**src/rtl/pid_pkg.sv**
```systemverilog
// Shared widths and helpers for the heading PID drive mixer.
package pid_pkg;

  localparam int ERR_W   = 10;
  localparam int P_W     = 14;
  localparam int I_W     = 12;
  localparam int D_W     = 13;
  localparam int SPD_W   = 12;
  localparam int FRWRD_W = 11;
  localparam int PID_W   = 15;

  // Clamp a 13-bit signed value into the 12-bit signed speed range.
  function automatic logic [SPD_W-1:0] sat_spd(input logic [SPD_W:0] x);
    if (x[SPD_W] != x[SPD_W-1]) begin
      return x[SPD_W] ? {1'b1, {(SPD_W-1){1'b0}}} : {1'b0, {(SPD_W-1){1'b1}}};
    end
    return x[SPD_W-1:0];
  endfunction

endpackage

```
**src/rtl/frwrd_ramp.sv**
```systemverilog
// Forward-speed ramp: climbs while moving, falls twice as fast when stopped, never wraps.
module frwrd_ramp
  import pid_pkg::*;
#(
  parameter bit                   FAST_SIM  = 1'b0,
  parameter int unsigned          RAMP_INC  = 4,
  parameter logic [FRWRD_W-1:0]   MAX_FRWRD = 11'h2A0
) (
  input  logic               clk,
  input  logic               rst_n,
  input  logic               hdng_vld,
  input  logic               moving,
  output logic [FRWRD_W-1:0] frwrd
);

  localparam int unsigned IncInt = FAST_SIM ? 32 : RAMP_INC;
  localparam logic [FRWRD_W:0] Inc = (FRWRD_W + 1)'(IncInt);
  localparam logic [FRWRD_W:0] Dec = (FRWRD_W + 1)'(2 * IncInt);

  logic [FRWRD_W-1:0] frwrd_q, frwrd_d;
  logic [FRWRD_W:0]   up_sum, dn_sum;

  // One extra bit so the clamp decisions see past the 11-bit range.
  assign up_sum = {1'b0, frwrd_q} + Inc;
  assign dn_sum = {1'b0, frwrd_q} - Dec;

  always_comb begin
    frwrd_d = frwrd_q;
    if (hdng_vld) begin
      if (moving) begin
        frwrd_d = (up_sum > {1'b0, MAX_FRWRD}) ? MAX_FRWRD : up_sum[FRWRD_W-1:0];
      end else begin
        frwrd_d = ({1'b0, frwrd_q} < Dec) ? '0 : dn_sum[FRWRD_W-1:0];
      end
    end
  end

  always_ff @(posedge clk or negedge rst_n) begin
    if (!rst_n) frwrd_q <= '0;
    else        frwrd_q <= frwrd_d;
  end

  assign frwrd = frwrd_q;

endmodule

```
**src/rtl/pid_drive_mix.sv**
```systemverilog
// Sums the heading PID terms, mixes them with the forward ramp into saturated left/right
// speed commands, and flags when the heading error is inside the at-heading window.
module pid_drive_mix
  import pid_pkg::*;
#(
  parameter bit                 FAST_SIM       = 1'b0,
  parameter int unsigned        RAMP_INC       = 4,
  parameter logic [FRWRD_W-1:0] MAX_FRWRD      = 11'h2A0,
  parameter int unsigned        AT_HDNG_THRESH = 30
) (
  input  logic             clk,
  input  logic             rst_n,
  input  logic             moving,
  input  logic             hdng_vld,
  input  logic [ERR_W-1:0] err_sat,
  input  logic [P_W-1:0]   P_term,
  input  logic [I_W-1:0]   I_term,
  input  logic [D_W-1:0]   D_term,
  output logic [SPD_W-1:0] lft_spd,
  output logic [SPD_W-1:0] rght_spd,
  output logic             at_hdng
);

  localparam logic [ERR_W:0] Thresh = (ERR_W + 1)'(AT_HDNG_THRESH);

  logic [FRWRD_W-1:0] frwrd;
  logic [PID_W-1:0]   pid_sum, pid_q;
  logic [SPD_W-1:0]   pid_div;
  logic [SPD_W:0]     lft_sum, rght_sum;
  logic [ERR_W:0]     err_ext, err_abs;
  logic               unused_pid_lsbs;

  frwrd_ramp #(
    .FAST_SIM  (FAST_SIM),
    .RAMP_INC  (RAMP_INC),
    .MAX_FRWRD (MAX_FRWRD)
  ) u_ramp (
    .clk      (clk),
    .rst_n    (rst_n),
    .hdng_vld (hdng_vld),
    .moving   (moving),
    .frwrd    (frwrd)
  );

  assign pid_sum = {P_term[P_W-1], P_term}
                 + {{(PID_W - I_W){I_term[I_W-1]}}, I_term}
                 + {{(PID_W - D_W){D_term[D_W-1]}}, D_term};

  // Arithmetic >>> 3 of the 15-bit sum is exactly its upper 12 bits.
  assign pid_div         = pid_q[PID_W-1:3];
  assign unused_pid_lsbs = ^pid_q[2:0];

  assign lft_sum  = {2'b00, frwrd} + {pid_div[SPD_W-1], pid_div};
  assign rght_sum = {2'b00, frwrd} - {pid_div[SPD_W-1], pid_div};

  // Widen before negating so -512 becomes +512 rather than wrapping.
  assign err_ext = {err_sat[ERR_W-1], err_sat};
  assign err_abs = err_sat[ERR_W-1] ? (~err_ext + 1'b1) : err_ext;

  always_ff @(posedge clk or negedge rst_n) begin
    if (!rst_n) begin
      pid_q    <= '0;
      lft_spd  <= '0;
      rght_spd <= '0;
      at_hdng  <= 1'b0;
    end else begin
      pid_q    <= pid_sum;
      lft_spd  <= moving ? sat_spd(lft_sum) : '0;
      rght_spd <= moving ? sat_spd(rght_sum) : '0;
      at_hdng  <= (err_abs < Thresh);
    end
  end

endmodule
```
**config.mk**
```make
export PLATFORM = sky130hd
export DESIGN_NAME = pid_drive_mix
export DESIGN_NICKNAME = d
export VERILOG_FILES = /design/src/rtl/pid_pkg.sv /design/src/rtl/frwrd_ramp.sv /design/src/rtl/pid_drive_mix.sv
export SDC_FILE = /design/constraint.sdc
export NUM_CORES = 1
export LEC_CHECK = 0
export CAP_MARGIN = 10
export CORE_AREA = 8 8 96 98
export CTS_CLUSTER_SIZE = 16
export DETAILED_ROUTE_END_ITERATION = 12
export DIE_AREA = 0 0 104 106
export GPL_ROUTABILITY_DRIVEN = 0
export HOLD_SLACK_MARGIN = 0.1
export PLACE_DENSITY_LB_ADDON = 0.25
export SYNTH_ARGS = -nofsm -noshare
export SYNTH_HDL_FRONTEND = slang
export SYNTH_HIERARCHICAL = 1
export SYNTH_SLANG_ARGS = --single-unit
```
**constraint.sdc**
```tcl
create_clock -name clk -period 5.2 [get_ports clk]
set_clock_uncertainty 0.05 [all_clocks]
set_input_delay 1.04 -clock clk [delete_from_list [all_inputs] [get_ports clk]]
set_output_delay 1.04 -clock clk [all_outputs]
set_load 0.01 [all_outputs]
```
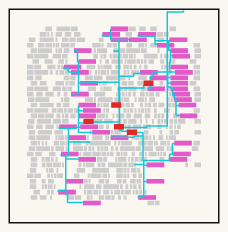
(run_1/clk_routes.png)
Drawn at 2 px/µm.
Cyan is clock wires, length 580 µm. Red is clock drivers, count 5. Magenta is flip-flops, count 46.
There are 6 routed clock nets.
power dissipated in the clock network: 277 µW
clk latency late pin: 0.30 ns
Clk pwr share: 0.092

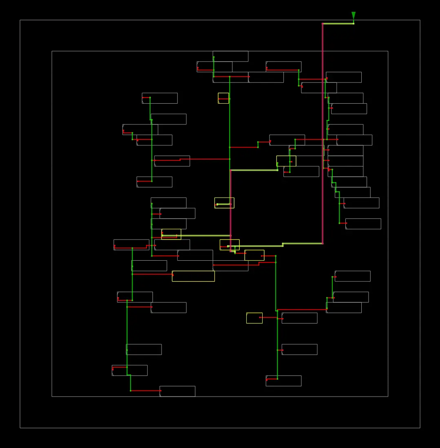
(run_1/clocks.png)
final sequential cell count: 46
cts bufs inserted: 5
count of clock-net buffers in the final layout: 5

==> impl_metrics.yaml, run 1 <==
# yosys + openroad results
outcome:
  status: "finished clean"
pwr:
  share_of_total_power_consumed_by_net_switching: 0.470
  power_combinational_mw: 2.02
  power.sequential.total_uw: 699
final_layout:
  antenna-diode-count: 0
  mostFrequentLayoutCell: "sky130_fd_sc_hd__clkdlybuf4s50_1"
synth:
  yosys.area_share.adder: 0.185
  synthArstFlopShare: 1.00
  synth_dominant_cell_count: "sky130_fd_sc_hd__dfrtp_1"
setup_path:
  critPathMaxFanout: 4
  startpoint: "P_term[4]"
  r2r-start: "u_ramp/frwrd[5]"
  cp_data_arrival_time_ns: 3.55
grt:
  groute.layer.met1.usage: 0.216
  met2_usage_in_global_routing: 0.291
  grt_pass1_vias: 3572
routing:
  final_antenna_net_count: 0
  total_iterations_of_the_first_detailed_routing_run: 7
clocking:
  ctsRootBufferMaster: "sky130_fd_sc_hd__clkbuf_8"
  cts-hold-fix-buffers: 0
job:
  timing.max_cap.violations: 0
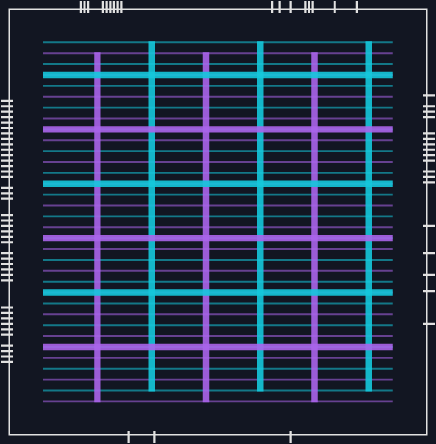
(run_1/power_grid.png)
Drawn at 4 px/µm. Pins as bars on the die edge.
Purple is VSS. Cyan is VDD.
6 straps on met4. The core has 33 rows.
Die Ht: 106 µm
die outline width: 104 µm
floorplan core area: 0.00785 mm²

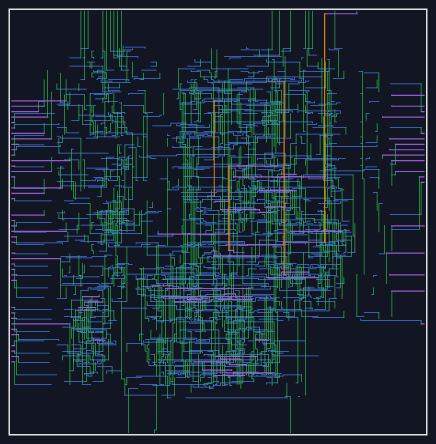
(run_1/wires.png)
Drawn at 4 px/µm.
Blue is metal 1, wire length 4140 µm. Purple is metal 3, wire length 613 µm. Green is metal 2, wire length 4380 µm. Orange is metal 4, wire length 150 µm.
Detailed Route WL: 9.29 mm
total number of vias: 3628

==> run 1: area by class of cell <==
class	instances	area [µm²]
clock inverters	3	48.8
well taps	105	131
fillers	653	2630
inverters	44	165
flip-flops and latches	46	1150
repair buffers	78	773
clock buffers	5	68.8
multi-input cells	359	2880
==> run 1: flip-flops by register name, indices dropped and copies added, names as in the netlist <==
register,count
lft_spd,12
u_ramp/frwrd,9
rght_spd,12
at_hdng,1
pid_q,12
==> run 1: through the flow <==
stage,setup WS (ns),hold slack [ns],instance area (µm²),util,std cells
after floorplan,2.11,0.562,4330,-,471
after global placement,1.55,0.607,5100,0.650,632
after detailed placement,1.49,0.616,5100,0.650,632
after CTS,1.81,0.630,5220,0.665,640
after global routing,1.63,0.680,5220,0.665,640
final,1.83,0.630,5220,0.665,640
==> run_1/logic_types.png <==
Drawn at 2 px/µm.
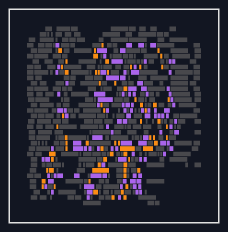

==> run 1 -> run 2 <==
--- a/config.mk
+++ b/config.mk
@@ -6,10 +6,10 @@
 export NUM_CORES = 1
 export LEC_CHECK = 0
 export CAP_MARGIN = 10
-export CORE_AREA = 8 8 96 98
+export CORE_AREA = 8 8 103 105
 export CTS_CLUSTER_SIZE = 16
 export DETAILED_ROUTE_END_ITERATION = 12
-export DIE_AREA = 0 0 104 106
+export DIE_AREA = 0 0 111 113
 export GPL_ROUTABILITY_DRIVEN = 0
 export HOLD_SLACK_MARGIN = 0.1
 export PLACE_DENSITY_LB_ADDON = 0.25
==> constraint.sdc (replaced) <==
create_clock -name clk -period 2.95 [get_ports clk]
set_clock_uncertainty 0.05 [all_clocks]
set_input_delay 0.59 -clock clk [delete_from_list [all_inputs] [get_ports clk]]
set_output_delay 0.59 -clock clk [all_outputs]
set_load 0.01 [all_outputs]
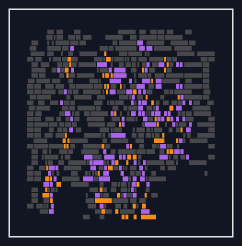
(run_2/logic_types.png)
Drawn at 2 px/µm.
Orange is nor cells, cells 67. Purple is aoi and oai cells, cells 109.
non-filler instance count after layout: 672
share of the final layout cell area in multi-input gates: 0.532
Top cell excl fill/tap: sky130_fd_sc_hd__clkdlybuf4s50_1

==> impl_metrics.yaml, run 2 <==
# yosys + openroad results
final_layout:
  sequential_cell_area_mm2: 0.00115
  final-comb-area_mm2: 0.00288
  final_design_area_no_fill_mm2: 0.00541
  reg_top3: "lft_spd (12), pid_q (12), rght_spd (12)"
  finalCoreUtilization: 0.603
  filler_cell_count: 759
  antenna-diode-count: 0
floorplanning:
  dieWidth_um: 111
  core_mm2: 0.00898
  die_y_um: 113
placed_design:
  post_dp_cell_area_mm2: 0.00530
  place_worst_setup_slack_ns: -0.177
  numPlacedInstances: 664
synth:
  synthArstFlopShare: 1.00
  top_area_cell_type_share_of_the_netlist_area: 0.266
  yosys_xor_share: 0.0608
  yosys.area_share.adder: 0.185
  postSynthAreaPerCell_um2: 9.19
  synth_dominant_cell_count: "sky130_fd_sc_hd__dfrtp_1"
  synth.top_cells.by_area: "sky130_fd_sc_hd__dfrtp_1 (27%), sky130_fd_sc_hd__ha_1 (12%), sky130_fd_sc_hd__fa_1 (6.9%)"
routing:
  wl_met3_um: 524
  final_antenna_net_count: 0
  detail_route.wirelength_mm: 9.52
  remaining_drc_errors: 0
  route.vias.total: 3689
  total_iterations_of_the_first_detailed_routing_run: 4
timing:
  maximum_achievable_frequency_mhz: 356
  totalNegativeSetupSlack_ns: 0
  layout_setup_ws_ns: 0.138
  timing.hold.ws_ns: 0.389
grt:
  grt_pass1_vias: 3711
  final_global_route_overflow_total: 0
  groute.layer.met1.usage: 0.185
  met2_usage_in_global_routing: 0.254
setup_path:
  startpoint: "P_term[4]"
  critPathMaxFanout: 3
  timing.critical_path.from_type: "input port"
  cp_data_arrival_time_ns: 2.99
  r2r-start: "pid_q[3]"
  critical_path_cell_count: 10
clocking:
  ctsRootBufferMaster: "sky130_fd_sc_hd__clkbuf_8"
  cts-hold-fix-buffers: 0
  clkLatencyLatePin_ns: 0.31
  cts_resized: 0
  cts_tree: "done"
  cts_max_level: 2
  cts_made_buffers: 5
outcome:
  status: "finished clean"
pwr:
  maximum_ir_drop_on_the_vdd_rail_mv: 0.372
job:
  timing.max_cap.violations: 0
run 2: cell counts after synthesis:
Identical to the previous run, type by type.
run 2: cell type report:
class	instances	share of cell area
Timing Repair Buffer	104	0.179
Clock buffer	5	0.0127
Inverter	44	0.0305
Multi-Input combinational cell	359	0.532
Tap cell	111	0.0257
Sequential cell	46	0.213
Clock inverter	3	0.00809
run 2: power breakdown:
| group | total (mW) | switching [mW] | internal, mW |
|---|---|---|---|
| sequential | 1.08 | 0.170 | 0.913 |
| clock | 0.473 | 0.219 | 0.254 |
| combinational | 3.86 | 2.11 | 1.75 |
| total | 5.42 | 2.50 | 2.92 |
No activity file was given, so power comes from the tool's default toggle rates.
